===== config.mk =====
export PLATFORM = sky130hd
export DESIGN_NAME = wb_scheduler
export DESIGN_NICKNAME = d
export VERILOG_FILES = /design/src/rtl/wb_scheduler.sv
export SDC_FILE = /design/constraint.sdc
export NUM_CORES = 1
export LEC_CHECK = 0
export CAP_MARGIN = 20
export CORE_MARGIN = 2
export CORE_UTILIZATION = 40
export CTS_BUF_LIST = sky130_fd_sc_hd__clkbuf_16
export CTS_CLUSTER_SIZE = 30
export DETAILED_ROUTE_END_ITERATION = 7
export GPL_ROUTABILITY_DRIVEN = 0
export SLEW_MARGIN = 20
export SYNTH_ARGS = -nofsm -noshare
export SYNTH_HDL_FRONTEND = slang
export SYNTH_SLANG_ARGS = --single-unit

===== constraint.sdc =====
create_clock -name clk -period 3.1 [get_ports clk]
set_input_delay 0.62 -clock clk [delete_from_list [all_inputs] [get_ports clk]]
set_output_delay 0.62 -clock clk [all_outputs]
set_load 0.1 [all_outputs]

===== src/rtl/wb_scheduler.sv =====
// Writeback scheduler: round-robin arbitration of execute/load writebacks onto a
// single register-file write port, plus a per-register pending-write scoreboard.
module wb_scheduler #(
  parameter int DATA_WIDTH     = 32,
  parameter int REG_ADDR_WIDTH = 5
) (
  input  logic                      clk,
  input  logic                      rst_n,
  input  logic                      ex_valid,
  input  logic [REG_ADDR_WIDTH-1:0] ex_rd,
  input  logic [DATA_WIDTH-1:0]     ex_data,
  output logic                      ex_ready,
  input  logic                      ld_valid,
  input  logic [REG_ADDR_WIDTH-1:0] ld_rd,
  input  logic [DATA_WIDTH-1:0]     ld_data,
  output logic                      ld_ready,
  output logic                      rf_we,
  output logic [REG_ADDR_WIDTH-1:0] rf_rd_addr,
  output logic [DATA_WIDTH-1:0]     rf_rd_data,
  input  logic                      iss_valid,
  input  logic [REG_ADDR_WIDTH-1:0] iss_rd,
  output logic                      iss_ready,
  input  logic [REG_ADDR_WIDTH-1:0] rs1_addr,
  input  logic [REG_ADDR_WIDTH-1:0] rs2_addr,
  output logic                      rs1_busy,
  output logic                      rs2_busy,
  input  logic                      flush,
  output logic                      err_underflow
);

  localparam int   NUM_REGS = 1 << REG_ADDR_WIDTH;
  localparam logic GRANT_EX = 1'b0;
  localparam logic GRANT_LD = 1'b1;
  localparam logic [REG_ADDR_WIDTH-1:0] ZERO_ADDR = {REG_ADDR_WIDTH{1'b0}};

  logic                      last_grant_q, last_grant_d;
  logic                      grant_ex_s, grant_ld_s, xfer_s;
  logic [REG_ADDR_WIDTH-1:0] wb_rd_s;
  logic [DATA_WIDTH-1:0]     wb_data_s;
  logic [1:0]                count_q [NUM_REGS];
  logic [1:0]                count_d [NUM_REGS];
  logic [NUM_REGS-1:0]       inc_s, dec_s;
  logic                      err_q, err_d;
  logic                      rf_we_q, rf_we_d;
  logic [REG_ADDR_WIDTH-1:0] rf_addr_q, rf_addr_d;
  logic [DATA_WIDTH-1:0]     rf_data_q, rf_data_d;

  // Round-robin arbitration: on a tie the requester not granted last wins.
  always_comb begin
    grant_ex_s = 1'b0;
    grant_ld_s = 1'b0;
    if (ex_valid && ld_valid) begin
      grant_ex_s = (last_grant_q == GRANT_LD);
      grant_ld_s = (last_grant_q == GRANT_EX);
    end else begin
      grant_ex_s = ex_valid;
      grant_ld_s = ld_valid;
    end
  end

  // Readies are suppressed while reset is asserted so nothing is accepted then.
  assign ex_ready = grant_ex_s & rst_n;
  assign ld_ready = grant_ld_s & rst_n;
  assign xfer_s   = ex_ready | ld_ready;

  // Winning request payload and round-robin pointer update.
  always_comb begin
    wb_rd_s      = ld_rd;
    wb_data_s    = ld_data;
    last_grant_d = last_grant_q;
    if (grant_ex_s) begin
      wb_rd_s   = ex_rd;
      wb_data_s = ex_data;
    end else begin
      wb_rd_s   = ld_rd;
      wb_data_s = ld_data;
    end
    if (xfer_s) begin
      last_grant_d = grant_ld_s ? GRANT_LD : GRANT_EX;
    end else begin
      last_grant_d = last_grant_q;
    end
  end

  assign iss_ready = (iss_rd == ZERO_ADDR) || (count_q[iss_rd] != 2'd3);
  assign rs1_busy  = (rs1_addr != ZERO_ADDR) && (count_q[rs1_addr] != 2'd0);
  assign rs2_busy  = (rs2_addr != ZERO_ADDR) && (count_q[rs2_addr] != 2'd0);

  // One-hot increment/decrement requests; register 0 never tracks anything.
  always_comb begin
    inc_s = {NUM_REGS{1'b0}};
    dec_s = {NUM_REGS{1'b0}};
    if (iss_valid && iss_ready && (iss_rd != ZERO_ADDR)) begin
      inc_s[iss_rd] = 1'b1;
    end else begin
      inc_s = {NUM_REGS{1'b0}};
    end
    if (xfer_s && (wb_rd_s != ZERO_ADDR)) begin
      dec_s[wb_rd_s] = 1'b1;
    end else begin
      dec_s = {NUM_REGS{1'b0}};
    end
  end

  // Counter next state; flush wins over everything and never flags underflow.
  always_comb begin
    err_d = err_q;
    for (int i = 0; i < NUM_REGS; i++) begin
      count_d[i] = count_q[i];
      if (flush || (i == 0)) begin
        count_d[i] = 2'd0;
      end else if (inc_s[i] && !dec_s[i]) begin
        count_d[i] = count_q[i] + 2'd1;
      end else if (dec_s[i] && !inc_s[i]) begin
        if (count_q[i] == 2'd0) begin
          err_d = 1'b1;
        end else begin
          count_d[i] = count_q[i] - 2'd1;
        end
      end else begin
        count_d[i] = count_q[i];
      end
    end
  end

  // Output stage: a transfer this cycle becomes the write-port value next cycle.
  always_comb begin
    rf_we_d   = 1'b0;
    rf_addr_d = rf_addr_q;
    rf_data_d = rf_data_q;
    if (xfer_s) begin
      rf_we_d   = (wb_rd_s != ZERO_ADDR);
      rf_addr_d = wb_rd_s;
      rf_data_d = wb_data_s;
    end else begin
      rf_we_d   = 1'b0;
      rf_addr_d = rf_addr_q;
      rf_data_d = rf_data_q;
    end
  end

  // State registers with asynchronous active-low reset.
  always_ff @(posedge clk or negedge rst_n) begin
    if (!rst_n) begin
      last_grant_q <= GRANT_LD;
      err_q        <= 1'b0;
      rf_we_q      <= 1'b0;
      rf_addr_q    <= ZERO_ADDR;
      rf_data_q    <= {DATA_WIDTH{1'b0}};
      for (int i = 0; i < NUM_REGS; i++) begin
        count_q[i] <= 2'd0;
      end
    end else begin
      last_grant_q <= last_grant_d;
      err_q        <= err_d;
      rf_we_q      <= rf_we_d;
      rf_addr_q    <= rf_addr_d;
      rf_data_q    <= rf_data_d;
      for (int i = 0; i < NUM_REGS; i++) begin
        count_q[i] <= count_d[i];
      end
    end
  end

  assign rf_we         = rf_we_q;
  assign rf_rd_addr    = rf_addr_q;
  assign rf_rd_data    = rf_data_q;
  assign err_underflow = err_q;

endmodule


==> out/qor.yml <==
num_tap_cells: 265
rows: 51
grt.total_usage: 0.300
ys_types: 76
outcome: "complete, no violations"
grt.busiest_layer: "met2"
critical_path.top_delay_family: "simple AND/OR/NAND/NOR gates"
startpoint: "iss_rd[1]"
drv_slew: 0
worstPathMaxFanout: 16
avgSynthCellArea_um2: 8.20
edf_count: 0
synth_nets: 1049
die_w_um: 144
report.final.hold_viol_count: 0
met2_length_um: 13800
buffer_area_frac: 0.257
nonClockBufferCount: 329
logic_gate_count: 759
route.top_layer_used: "met4"
clock_buffers: 9
pin_count: 139
leakage_nw: 4.63
ys_sh_simple: 0.255
cts_buffers: 9
r2r_end: "err_underflow$_DFF_PN0_"
avgRoutedWirePerCell_um: 20.5
postRouteAntennaNets: 0
yosys.area.top_type: "dfrtp_1"
use_met3: 0.0696
wl_met1_um: 12900
comb_area_frac: 0.449
seq_share: 0.230
layout.area.comb_um2: 5000
coreArea_um2: 19300
ys_sh_mux: 0.0968
cts_resized: 10
ys_cells: 954
async_flop_share: 1.00
ys_chip_area_um2: 7820
tritoncts: "done"
p_per_area_nw_per_um2: 386
crit_type: "input pin to output pin"
relSlewSlack: 0.363
clock.fmax_mhz: 327
rsz0062_at_grt: "no"
grt_util_met2: 0.460
final_cell_mix: "buf_4, nor2_1, dfrtp_1"
place_hpwl_um: 23700
synth_area_um2: 7820
synthAdderAreaFrac: 0
ys_seq_elements: 102
cap_violations: 0
diodes: 0
r2r-start: "last_grant_q$_DFFE_PN1P_"
drt-total-wl_um: 30700
wl_met3_um: 2770
reg2regPathDepth: 11
xor_share: 0.00336
clk_share: 0.0252
antenna_found_initial: 0
[metrics by stage]
stage | TNS [ns] | cell area, um^2 | instances | worst slack [ns]
final | 0 | 11100 | 1498 | 0.0372
after global routing | 0 | 11100 | 1498 | 0.00121
after CTS | -0.265 | 11000 | 1494 | -0.173
after detailed placement | -14.89 | 10700 | 1477 | -0.363
after global placement | -14.33 | 10700 | 1477 | -0.346
after floorplan | -0.186 | 7850 | 954 | -0.186
[power by group]
group	switching (mW)	internal [mW]
Sequential	0.0612	1.42
Clock	0.580	0.557
Combinational	1.14	0.538
Total	1.78	2.52
[registers in the layout, indices dropped and copies added (netlist names)]
| signal | flops |
|---|---|
| err_underflow | 1 |
| last_grant_q | 1 |
| rf_we | 1 |
| rf_rd_data | 32 |
| count_q | 62 |
| rf_rd_addr | 5 |
ff_map.png
Other sequential cells in the stronger grey, the rest of the logic in the fainter grey.
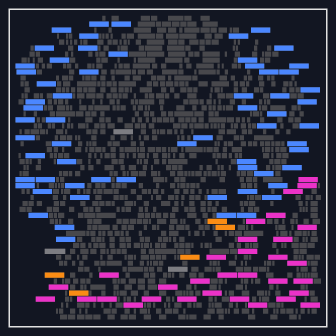
legend:
  blue:
    netlist_name: `count_q`
    flops: 62
  magenta:
    netlist_name: `rf_rd_data`
    flops: 32
  orange:
    netlist_name: `rf_rd_addr`
    flops: 5

floorplan.png
Pins as bars on the die edge.
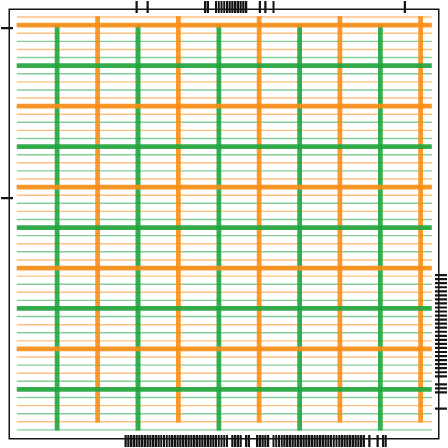
legend:
  green:
    net: VSS
  orange:
    net: VDD
met4 straps: 10
signal pins: 139
met5 straps: 10

gates.png
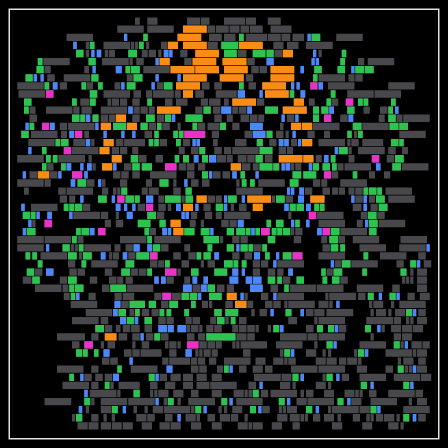
legend:
  orange:
    family: mux cells
    cells: 49
  green:
    family: aoi and oai cells
    cells: 278
    where: widely spread
  magenta:
    family: non-inverting ao/oa cells
    cells: 25
  blue:
    family: nor cells
    cells: 195
    where: widely spread

